### Track usage over the die

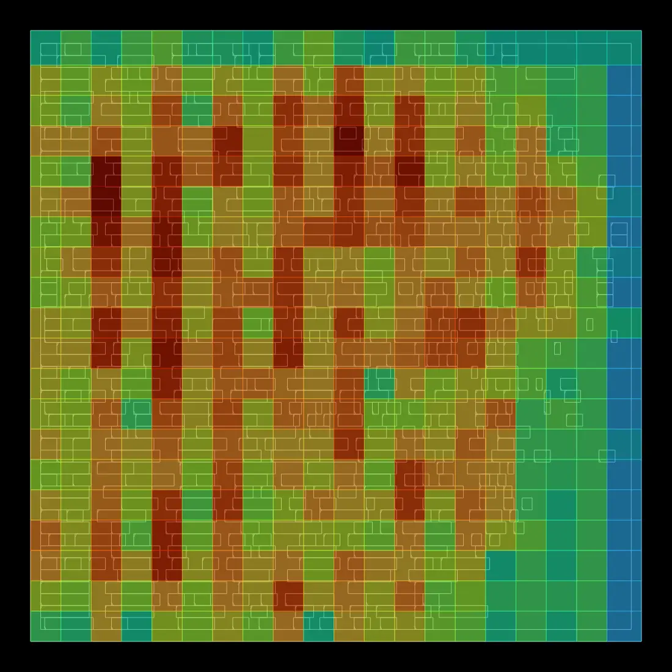
### Wiring by layer

Two of the layers only.
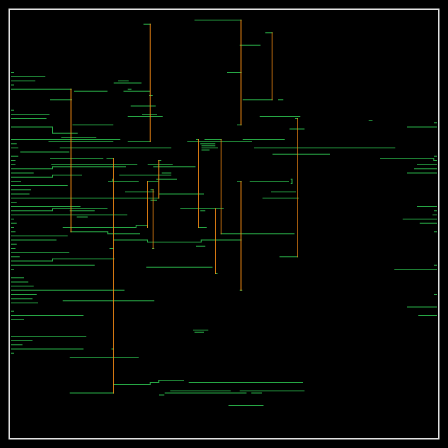
### Logic cells by family

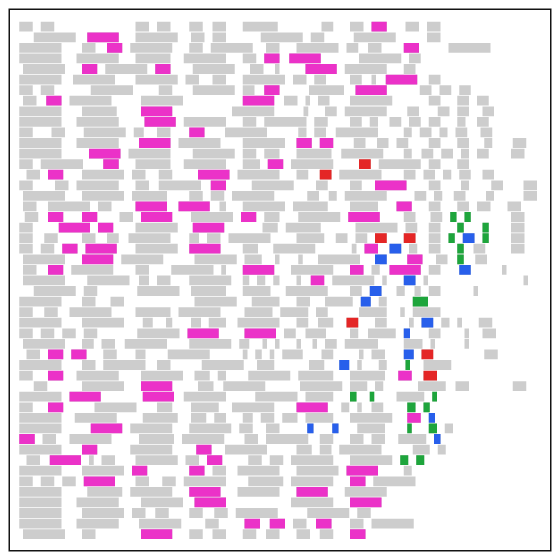
### Sequential cells coloured by netlist name

Scale bar: 50 um. Other sequential cells in the stronger grey, the rest of the logic in the fainter grey.
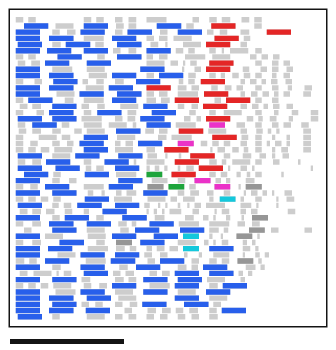
<file path="src/rtl/rf_write_arbiter_pkg.sv">
// Shared constants and state encoding for the register-file write arbiter.
// Latency: n/a (declarations only).
// Backpressure: n/a.
// Contents: RF_ASIZE/RF_DSIZE mirror ASIZE/DSIZE from define.v; starve_state_e is the starvation FSM encoding.
package rf_write_arbiter_pkg;

  // Register address / data widths shared with regfile (define.v ASIZE/DSIZE).
  localparam int RF_ASIZE = 5;
  localparam int RF_DSIZE = 32;

  // Starvation FSM: NORMAL lets writeback own the port, STARVED raises stall_req.
  typedef enum logic {
    ST_NORMAL  = 1'b0,
    ST_STARVED = 1'b1
  } starve_state_e;

endpackage

</file>
<file path="src/rtl/rf_write_arbiter_if.sv">
// Bundle of writeback, secondary-result, decode-lookup and regfile-port signals.
// Latency: n/a (wiring only).
// Backpressure: s_valid/s_ready handshake on the secondary side; writeback has none.
// Modports: slave = arbiter view (consumes p_*/s_*/raddr*, drives s_ready/busy*/stall_req/rf_*),
//           master = environment view (the mirror image).
interface rf_write_arbiter_if
  import rf_write_arbiter_pkg::*;
#(
  parameter int ASIZE = RF_ASIZE,
  parameter int DSIZE = RF_DSIZE
);
  // Writeback (primary) write
  logic             p_wen;
  logic [ASIZE-1:0] p_waddr;
  logic [DSIZE-1:0] p_wdata;
  // Secondary (multi-cycle unit) result
  logic             s_valid;
  logic             s_ready;
  logic [ASIZE-1:0] s_waddr;
  logic [DSIZE-1:0] s_wdata;
  // Decode hazard lookup
  logic [ASIZE-1:0] raddr1;
  logic [ASIZE-1:0] raddr2;
  logic             busy1;
  logic             busy2;
  logic             stall_req;
  // Regfile write port
  logic             rf_wen;
  logic [ASIZE-1:0] rf_waddr;
  logic [DSIZE-1:0] rf_wdata;

  modport slave (
    input  p_wen, p_waddr, p_wdata,
    input  s_valid, s_waddr, s_wdata,
    input  raddr1, raddr2,
    output s_ready, busy1, busy2, stall_req,
    output rf_wen, rf_waddr, rf_wdata
  );

  modport master (
    output p_wen, p_waddr, p_wdata,
    output s_valid, s_waddr, s_wdata,
    output raddr1, raddr2,
    input  s_ready, busy1, busy2, stall_req,
    input  rf_wen, rf_waddr, rf_wdata
  );

endinterface

</file>
<file path="src/rtl/rf_write_arbiter_wq_fifo.sv">
// rf_wq_fifo: secondary write queue with per-entry valid (squash) bits and address lookups.
// Latency: a pushed entry is visible at the head / in busy lookups from the next cycle.
// Backpressure: full_o reflects registered count only; caller must not push when full or pop when empty.
// Ports: push_* write at tail, pop_i advances head, sq_* clears matching entries,
//        raddr*_i/busy*_o hazard lookup, head_* describe the oldest slot, count_nxt_o is next occupancy.
module rf_wq_fifo #(
  parameter int ASIZE = 5,
  parameter int DSIZE = 32,
  parameter int DEPTH = 4,
  localparam int PW   = (DEPTH > 1) ? $clog2(DEPTH) : 1,
  localparam int CW   = $clog2(DEPTH) + 1
) (
  input  logic             clk,
  input  logic             rst,
  input  logic             push_i,
  input  logic [ASIZE-1:0] push_waddr_i,
  input  logic [DSIZE-1:0] push_wdata_i,
  input  logic             pop_i,
  input  logic             sq_en_i,
  input  logic [ASIZE-1:0] sq_waddr_i,
  input  logic [ASIZE-1:0] raddr1_i,
  input  logic [ASIZE-1:0] raddr2_i,
  output logic             full_o,
  output logic [CW-1:0]    count_nxt_o,
  output logic             head_occ_o,
  output logic             head_vld_o,
  output logic [ASIZE-1:0] head_waddr_o,
  output logic [DSIZE-1:0] head_wdata_o,
  output logic             busy1_o,
  output logic             busy2_o
);

  logic [ASIZE-1:0] waddr_q [DEPTH];
  logic [DSIZE-1:0] wdata_q [DEPTH];
  logic [DEPTH-1:0] vld_q, vld_d;
  logic [PW-1:0]    head_q, head_d;
  logic [PW-1:0]    tail_q, tail_d;
  logic [CW-1:0]    count_q, count_d;

  // Occupancy counts squashed slots too: they still hold a place until discarded at the head.
  assign full_o       = (count_q == CW'(DEPTH));
  assign head_occ_o   = (count_q != '0);
  assign head_vld_o   = vld_q[head_q];
  assign head_waddr_o = waddr_q[head_q];
  assign head_wdata_o = wdata_q[head_q];
  assign count_nxt_o  = count_d;

  // DEPTH is a power of two, so pointer wrap is plain binary overflow.
  always_comb begin
    head_d  = head_q + PW'(pop_i);
    tail_d  = tail_q + PW'(push_i);
    count_d = count_q;
    case ({push_i, pop_i})
      2'b10:   count_d = count_q + CW'(1);
      2'b01:   count_d = count_q - CW'(1);
      default: count_d = count_q;
    endcase
  end

  // A primary write is always younger than anything queued, so it kills queued
  // writes to the same register, including one arriving this very cycle.
  always_comb begin
    vld_d = vld_q;
    if (sq_en_i) begin
      for (int i = 0; i < DEPTH; i++) begin
        if (waddr_q[i] == sq_waddr_i) vld_d[i] = 1'b0;
      end
    end
    if (pop_i) vld_d[head_q] = 1'b0;
    if (push_i) vld_d[tail_q] = !(sq_en_i && (push_waddr_i == sq_waddr_i));
  end

  always_ff @(posedge clk) begin
    if (rst) begin
      vld_q   <= '0;
      head_q  <= '0;
      tail_q  <= '0;
      count_q <= '0;
    end else begin
      vld_q   <= vld_d;
      head_q  <= head_d;
      tail_q  <= tail_d;
      count_q <= count_d;
    end
  end

  // Payload needs no reset: an entry's valid bit governs whether it is ever used.
  always_ff @(posedge clk) begin
    if (push_i) begin
      waddr_q[tail_q] <= push_waddr_i;
      wdata_q[tail_q] <= push_wdata_i;
    end
  end

  // Only registered valid entries count, so a same-cycle push never raises busy.
  always_comb begin
    busy1_o = 1'b0;
    busy2_o = 1'b0;
    for (int i = 0; i < DEPTH; i++) begin
      if (vld_q[i] && (waddr_q[i] == raddr1_i)) busy1_o = 1'b1;
      if (vld_q[i] && (waddr_q[i] == raddr2_i)) busy2_o = 1'b1;
    end
  end

endmodule

</file>
<file path="src/rtl/rf_write_arbiter.sv">
// Shares the regfile write port: writeback wins, secondary results queue and drain in idle cycles.
// Latency: primary write combinational (0 cycles); secondary drains no earlier than the cycle after push.
// Backpressure: s_ready drops when the queue is full; stall_req asks for bubbles after STARVE_LIMIT blocked cycles.
// Ports: clk, rst (sync, active-high) plus wa (slave modport): p_* writeback in, s_* secondary handshake,
//        raddr*/busy* decode hazard lookup, stall_req, rf_* to regfile wen/waddr/wdata.
module rf_write_arbiter
  import rf_write_arbiter_pkg::*;
#(
  parameter int ASIZE        = RF_ASIZE,
  parameter int DSIZE        = RF_DSIZE,
  parameter int DEPTH        = 4,
  parameter int STARVE_LIMIT = 8
) (
  input  logic               clk,
  input  logic               rst,
  rf_write_arbiter_if.slave  wa
);

  localparam int CW   = $clog2(DEPTH) + 1;
  localparam int AGEW = $clog2(STARVE_LIMIT + 1);

  logic             push, pop, full;
  logic [CW-1:0]    count_nxt;
  logic             head_occ, head_vld;
  logic [ASIZE-1:0] head_waddr;
  logic [DSIZE-1:0] head_wdata;
  logic             busy1, busy2;

  logic             rf_wen;
  logic [ASIZE-1:0] rf_waddr;
  logic [DSIZE-1:0] rf_wdata;

  starve_state_e    state_q, state_d;
  logic [AGEW-1:0]  age_q, age_d;

  // s_ready looks at registered occupancy only; a same-cycle pop does not make room.
  assign wa.s_ready = !rst && !full;
  assign push       = wa.s_valid && wa.s_ready;

  rf_wq_fifo #(
    .ASIZE (ASIZE),
    .DSIZE (DSIZE),
    .DEPTH (DEPTH)
  ) u_fifo (
    .clk          (clk),
    .rst          (rst),
    .push_i       (push),
    .push_waddr_i (wa.s_waddr),
    .push_wdata_i (wa.s_wdata),
    .pop_i        (pop),
    .sq_en_i      (wa.p_wen),
    .sq_waddr_i   (wa.p_waddr),
    .raddr1_i     (wa.raddr1),
    .raddr2_i     (wa.raddr2),
    .full_o       (full),
    .count_nxt_o  (count_nxt),
    .head_occ_o   (head_occ),
    .head_vld_o   (head_vld),
    .head_waddr_o (head_waddr),
    .head_wdata_o (head_wdata),
    .busy1_o      (busy1),
    .busy2_o      (busy2)
  );

  // Port mux. A squashed head is thrown away without touching the port, and
  // that discard proceeds even under a primary write since it costs nothing.
  always_comb begin
    rf_wen   = 1'b0;
    rf_waddr = wa.p_waddr;
    rf_wdata = wa.p_wdata;
    pop      = 1'b0;
    if (!rst) begin
      if (wa.p_wen) begin
        rf_wen = 1'b1;
        pop    = head_occ && !head_vld;
      end else if (head_occ) begin
        pop = 1'b1;
        if (head_vld) begin
          rf_wen   = 1'b1;
          rf_waddr = head_waddr;
          rf_wdata = head_wdata;
        end
      end
    end
  end

  assign wa.rf_wen   = rf_wen;
  assign wa.rf_waddr = rf_waddr;
  assign wa.rf_wdata = rf_wdata;
  assign wa.busy1    = !rst && busy1;
  assign wa.busy2    = !rst && busy2;
  assign wa.stall_req = !rst && (state_q == ST_STARVED);

  // Starvation tracking: age counts consecutive cycles a valid head loses to
  // writeback. Once starved, hold the stall until the queue fully empties so
  // the pipeline is not toggled per entry.
  always_comb begin
    state_d = state_q;
    age_d   = age_q;
    case (state_q)
      ST_NORMAL: begin
        if (head_occ && head_vld && wa.p_wen) begin
          if (age_q == AGEW'(STARVE_LIMIT - 1)) state_d = ST_STARVED;
          else                                  age_d   = age_q + AGEW'(1);
        end else begin
          age_d = '0;
        end
      end
      ST_STARVED: begin
        if (count_nxt == '0) begin
          state_d = ST_NORMAL;
          age_d   = '0;
        end
      end
      default: begin
        state_d = ST_NORMAL;
        age_d   = '0;
      end
    endcase
  end

  always_ff @(posedge clk) begin
    if (rst) begin
      state_q <= ST_NORMAL;
      age_q   <= '0;
    end else begin
      state_q <= state_d;
      age_q   <= age_d;
    end
  end

endmodule

</file>
<file path="src/flat_wrapper.sv">
// flat-port wrapper written by rule: the top's interface ports become plain ports
module rf_write_arbiter_flat import rf_write_arbiter_pkg::*;
#(
  parameter int ASIZE        = RF_ASIZE,
  parameter int DSIZE        = RF_DSIZE,
  parameter int DEPTH        = 4,
  parameter int STARVE_LIMIT = 8
)
  (clk, rst, wa_p_wen, wa_p_waddr, wa_p_wdata, wa_s_valid, wa_s_waddr, wa_s_wdata, wa_raddr1, wa_raddr2, wa_s_ready, wa_busy1, wa_busy2, wa_stall_req, wa_rf_wen, wa_rf_waddr, wa_rf_wdata);
  rf_write_arbiter_if #(.ASIZE(ASIZE), .DSIZE(DSIZE)) wa_i ();
  input  logic clk;
  input  logic rst;
  input wire logic [$bits(wa_i.p_wen)-1:0] wa_p_wen;
  input wire logic [$bits(wa_i.p_waddr)-1:0] wa_p_waddr;
  input wire logic [$bits(wa_i.p_wdata)-1:0] wa_p_wdata;
  input wire logic [$bits(wa_i.s_valid)-1:0] wa_s_valid;
  input wire logic [$bits(wa_i.s_waddr)-1:0] wa_s_waddr;
  input wire logic [$bits(wa_i.s_wdata)-1:0] wa_s_wdata;
  input wire logic [$bits(wa_i.raddr1)-1:0] wa_raddr1;
  input wire logic [$bits(wa_i.raddr2)-1:0] wa_raddr2;
  output wire logic [$bits(wa_i.s_ready)-1:0] wa_s_ready;
  output wire logic [$bits(wa_i.busy1)-1:0] wa_busy1;
  output wire logic [$bits(wa_i.busy2)-1:0] wa_busy2;
  output wire logic [$bits(wa_i.stall_req)-1:0] wa_stall_req;
  output wire logic [$bits(wa_i.rf_wen)-1:0] wa_rf_wen;
  output wire logic [$bits(wa_i.rf_waddr)-1:0] wa_rf_waddr;
  output wire logic [$bits(wa_i.rf_wdata)-1:0] wa_rf_wdata;
  assign wa_i.p_wen = wa_p_wen;
  assign wa_i.p_waddr = wa_p_waddr;
  assign wa_i.p_wdata = wa_p_wdata;
  assign wa_i.s_valid = wa_s_valid;
  assign wa_i.s_waddr = wa_s_waddr;
  assign wa_i.s_wdata = wa_s_wdata;
  assign wa_i.raddr1 = wa_raddr1;
  assign wa_i.raddr2 = wa_raddr2;
  assign wa_s_ready = wa_i.s_ready;
  assign wa_busy1 = wa_i.busy1;
  assign wa_busy2 = wa_i.busy2;
  assign wa_stall_req = wa_i.stall_req;
  assign wa_rf_wen = wa_i.rf_wen;
  assign wa_rf_waddr = wa_i.rf_waddr;
  assign wa_rf_wdata = wa_i.rf_wdata;
  rf_write_arbiter #(.ASIZE(ASIZE), .DSIZE(DSIZE), .DEPTH(DEPTH), .STARVE_LIMIT(STARVE_LIMIT)) u_core (.clk(clk), .rst(rst), .wa(wa_i));
endmodule
</file>
<file path="config.mk">
export PLATFORM = sky130hd
export DESIGN_NAME = rf_write_arbiter_flat
export DESIGN_NICKNAME = d
export VERILOG_FILES = /design/src/rtl/rf_write_arbiter_pkg.sv /design/src/rtl/rf_write_arbiter_if.sv /design/src/rtl/rf_write_arbiter_wq_fifo.sv /design/src/rtl/rf_write_arbiter.sv /design/src/flat_wrapper.sv
export SDC_FILE = /design/constraint.sdc
export NUM_CORES = 1
export LEC_CHECK = 0
export CELL_PAD_IN_SITES_DETAIL_PLACEMENT = 2
export CELL_PAD_IN_SITES_GLOBAL_PLACEMENT = 2
export CORE_MARGIN = 2
export CORE_UTILIZATION = 41
export CTS_CLUSTER_DIAMETER = 200
export DETAILED_ROUTE_END_ITERATION = 10
export GPL_TIMING_DRIVEN = 0
export PLACE_DENSITY = 0.86
export SYNTH_ARGS = -nofsm -noshare
export SYNTH_HDL_FRONTEND = slang
export SYNTH_SLANG_ARGS = --single-unit
</file>
<file path="constraint.sdc">
create_clock -name clk -period 11.42 [get_ports clk]
set_clock_uncertainty 0.2 [all_clocks]
set_input_delay 3.426 -clock clk [delete_from_list [all_inputs] [get_ports clk]]
set_output_delay 3.426 -clock clk [all_outputs]
set_load 0.03 [all_outputs]
</file>
==> results.toml <==
# generated from flow reports
[worst_setup_path]
critPathRequiredTime_ps = 7790
crit_type = "primary input to output port"
crit_fanout = 10
start_kind = "primary input"
r2r_slack_ps = 7120
cp.arrival_ps = 5850
end_kind = "output port"

[final_timing]
rsz0062_at_grt = "no"
post-route-min-period_ps = 9480
max_slew_margin_pct = 26.5
setup_tns_ps = 0
drv_slew = 0
max_freq_mhz = 106
setup_slack_ps = 1940
finalHoldViolations = 0
max_slew.worst_pin.slew_ps = 1100
finalSetupViolCount = 0
fin_crit_sh_pct = 83.0

[logic_synthesis]
fp_nets = 527
ys_seq_share_pct = 63.8
netlist_instances = 434
synth_warnings = 0
avgSynthCellArea_um2 = 17.2
synth.top_cell.area_share_pct = 59.5
edf_count = 148
synth_flops = 164
synth-area-yosys_um2 = 7470
top_cells_by_area = "edfxtp_1 60%, mux4_2 11%, xor2_1 6.3%"
synth_area_um2 = 7470
synth_stat.cells = 434
ys_types = 41
synthArstFlopShare_pct = 0

[routing]
viasPerCell = 5.71
antenna_left = 0
dr.first_iter.drc_count = 369
drtPass1Iterations = 5
drcViolationCount = 0

[power_and_ir_drop]
leakagePower_nw = 3.20
p_int_w = 0.00116
switchingPower_w = 0.000495
swShare_pct = 29.9
seqPwrFrac_pct = 42.6
total_power_w = 0.00165
power_density_nw_per_um2 = 171
pwr-share-comb_pct = 24.1
pwr-share-clk_pct = 33.3

[clock_tree]
cts-root-buf = "clkbuf_16"
cts.clk_slew.worst_paths_ps = 70
cts_buffers = 17
ctsResizeCount = 0
cts_setup_buffers = 0
clock_sink_count = 164
cts_max_level = 4
clock_path_buffers = 2
cts_hold_buf = 0
clk_latency_ps = 430
cts_tree = "built"

[global_route]
grt_start_max_net_pins = 25
overflow = 0
antenna_found_initial = 0
grt_pass1_wl_um = 36300

[placement]
place_hpwl_um = 16800
dp_slack_ps = 1990
dpl-instance-area_um2 = 9150
place_inst = 798
io_buffers = 122
finalWeightedCongestion = 0.778

[floorplan]
coreArea_um2 = 17900
initial_core_util_pct = 41.7
die_y_um = 139
ios = 130
row_count = 49
die-area_um2 = 19300

[layout]
seq_area_um2 = 4760
comb_area_um2 = 2590
final_area_um2 = 9700
layout_top_cells = "148 x edfxtp_1, 122 x clkdlybuf4s50_1, 54 x xor2_1"
nNetsFinal = 681
antenna_cells = 0
drive_above_1_share_pct = 23.1

[run_status]
outcome = "completed"

[run]
max-cap-violations = 0
warnings = 26
About 'Track usage over the die':
final core utilization: 54.2%
global route hottest layer: met2
Total GRT Usage: 25.9%

About 'Wiring by layer':
[metal 4] orange | wire length: 423 um
[metal 3] green | wire length: 1670 um
detailed-route wire length: 24200 um
via count: 4739
WL per Instance: 29.1 um

About 'Logic cells by family':
[non-inverting ao/oa cells] red | cells: 7
[mux cells] magenta | cells: 81
[nand cells] green | cells: 19
[aoi and oai cells] blue | cells: 15
most numerous logic cell after layout: edfxtp_1
combinational share of cell area: 26.7%
Non-Filler Instances: 830

About 'Sequential cells coloured by netlist name':
[u_core.u_fifo.count_q] cyan | placed flops: 3
[u_core.u_fifo.vld_q] magenta | placed flops: 4
[u_core.u_fifo.wdata_q] blue | placed flops: 128
[u_core.u_fifo.head_q] green | placed flops: 2
[u_core.u_fifo.waddr_q] red | placed flops: 20
not coloured: 7

==> per-layer routing <==
metal | track usage (%) | share of wire [%] | vias to the layer above
met5 | 0 | 0 | -
met4 | 7.81 | 1.7 | 0
met3 | 6.42 | 6.9 | 32
met2 | 45.5 | 52 | 228
met1 | 31.7 | 39 | 2468
li1 | - | - | 2011
==> power groups by stage <==
stage / logic (W) / clock network, W / registers, W
3_5_place_dp: 0.000394 / 0 / 0.000717
5_1_grt: 0.000426 / 0.000576 / 0.000708
3_3_place_gp: 0.000361 / 0 / 0.000714
6_report: 0.000398 / 0.000551 / 0.000706
2_1_floorplan: 0.000251 / 0 / 0.000710
4_1_cts: 0.000403 / 0.000557 / 0.000705
==> critical path: stages <==
cell	delay, ps
clkdlybuf4s50_1	590
nor3_1	380
nand2_4	210
buf_4	260
mux2_1	350
clkdlybuf4s50_1	620
==> through the flow <==
stage	hold WS (ps)	util, %
floorplan	265	-
global placement	275	50.1
detailed placement	296	51.1
CTS	311	54.2
global route	355	54.2
finish	310	54.2
==> sequential cells by signal, summed over array words and instances, names as in the netlist <==
signal                 flops
u_core.u_fifo.wdata_q    128
u_core.age_q               4
u_core.u_fifo.count_q      3
u_core.u_fifo.head_q       2
u_core.u_fifo.vld_q        4
u_core.state_q             1
u_core.u_fifo.waddr_q     20
u_core.u_fifo.tail_q       2
==> cell usage after synthesis, types with 5 or more instances <==
cell	n
a31o_2	5
clkbuf_1	14
dfxtp_1	16
edfxtp_1	148
inv_1	7
mux2_2	36
mux2i_1	6
mux4_2	38
nand3_1	10
nor2_1	7
nor2b_1	12
nor4_1	13
xnor2_1	15
xor2_1	54
==> kinds of logic after synthesis <==
logic type	synth area share, %
flip-flops	63.8
multiplexers	17.8
XOR/XNOR	8.41
AND/OR/NAND/NOR	4.94
buffers and inverters	1.74
AND-OR/OR-AND	2.30
adder cells (fa/ha/maj)	0.939
==> path summary, 6_finish.rpt <==
| path | end | cells after the start | from |
|---|---|---|---|
| worst max-delay path | wa_rf_wdata[2] | 6 | rst |
| worst min-delay path | u_core.age_q[1] | 2 | u_core.age_q[1] |
| worst max register to register | u_core.age_q[2] | 10 | u_core.u_fifo.head_q[0] |
| worst min register to register | u_core.age_q[1] | 2 | u_core.age_q[1] |
==> cell type report <==
class / count / share of cell area [%]
sequential: 164 / 49.1
multi-input combinational: 240 / 26.7
timing repair buffer: 135 / 14.3
clock buffer: 18 / 4.42
tap: 229 / 2.95
clock inverter: 14 / 1.26
buffer: 23 / 1.07
inverter: 7 / 0.271
Power is estimated from default activity; no workload was simulated.
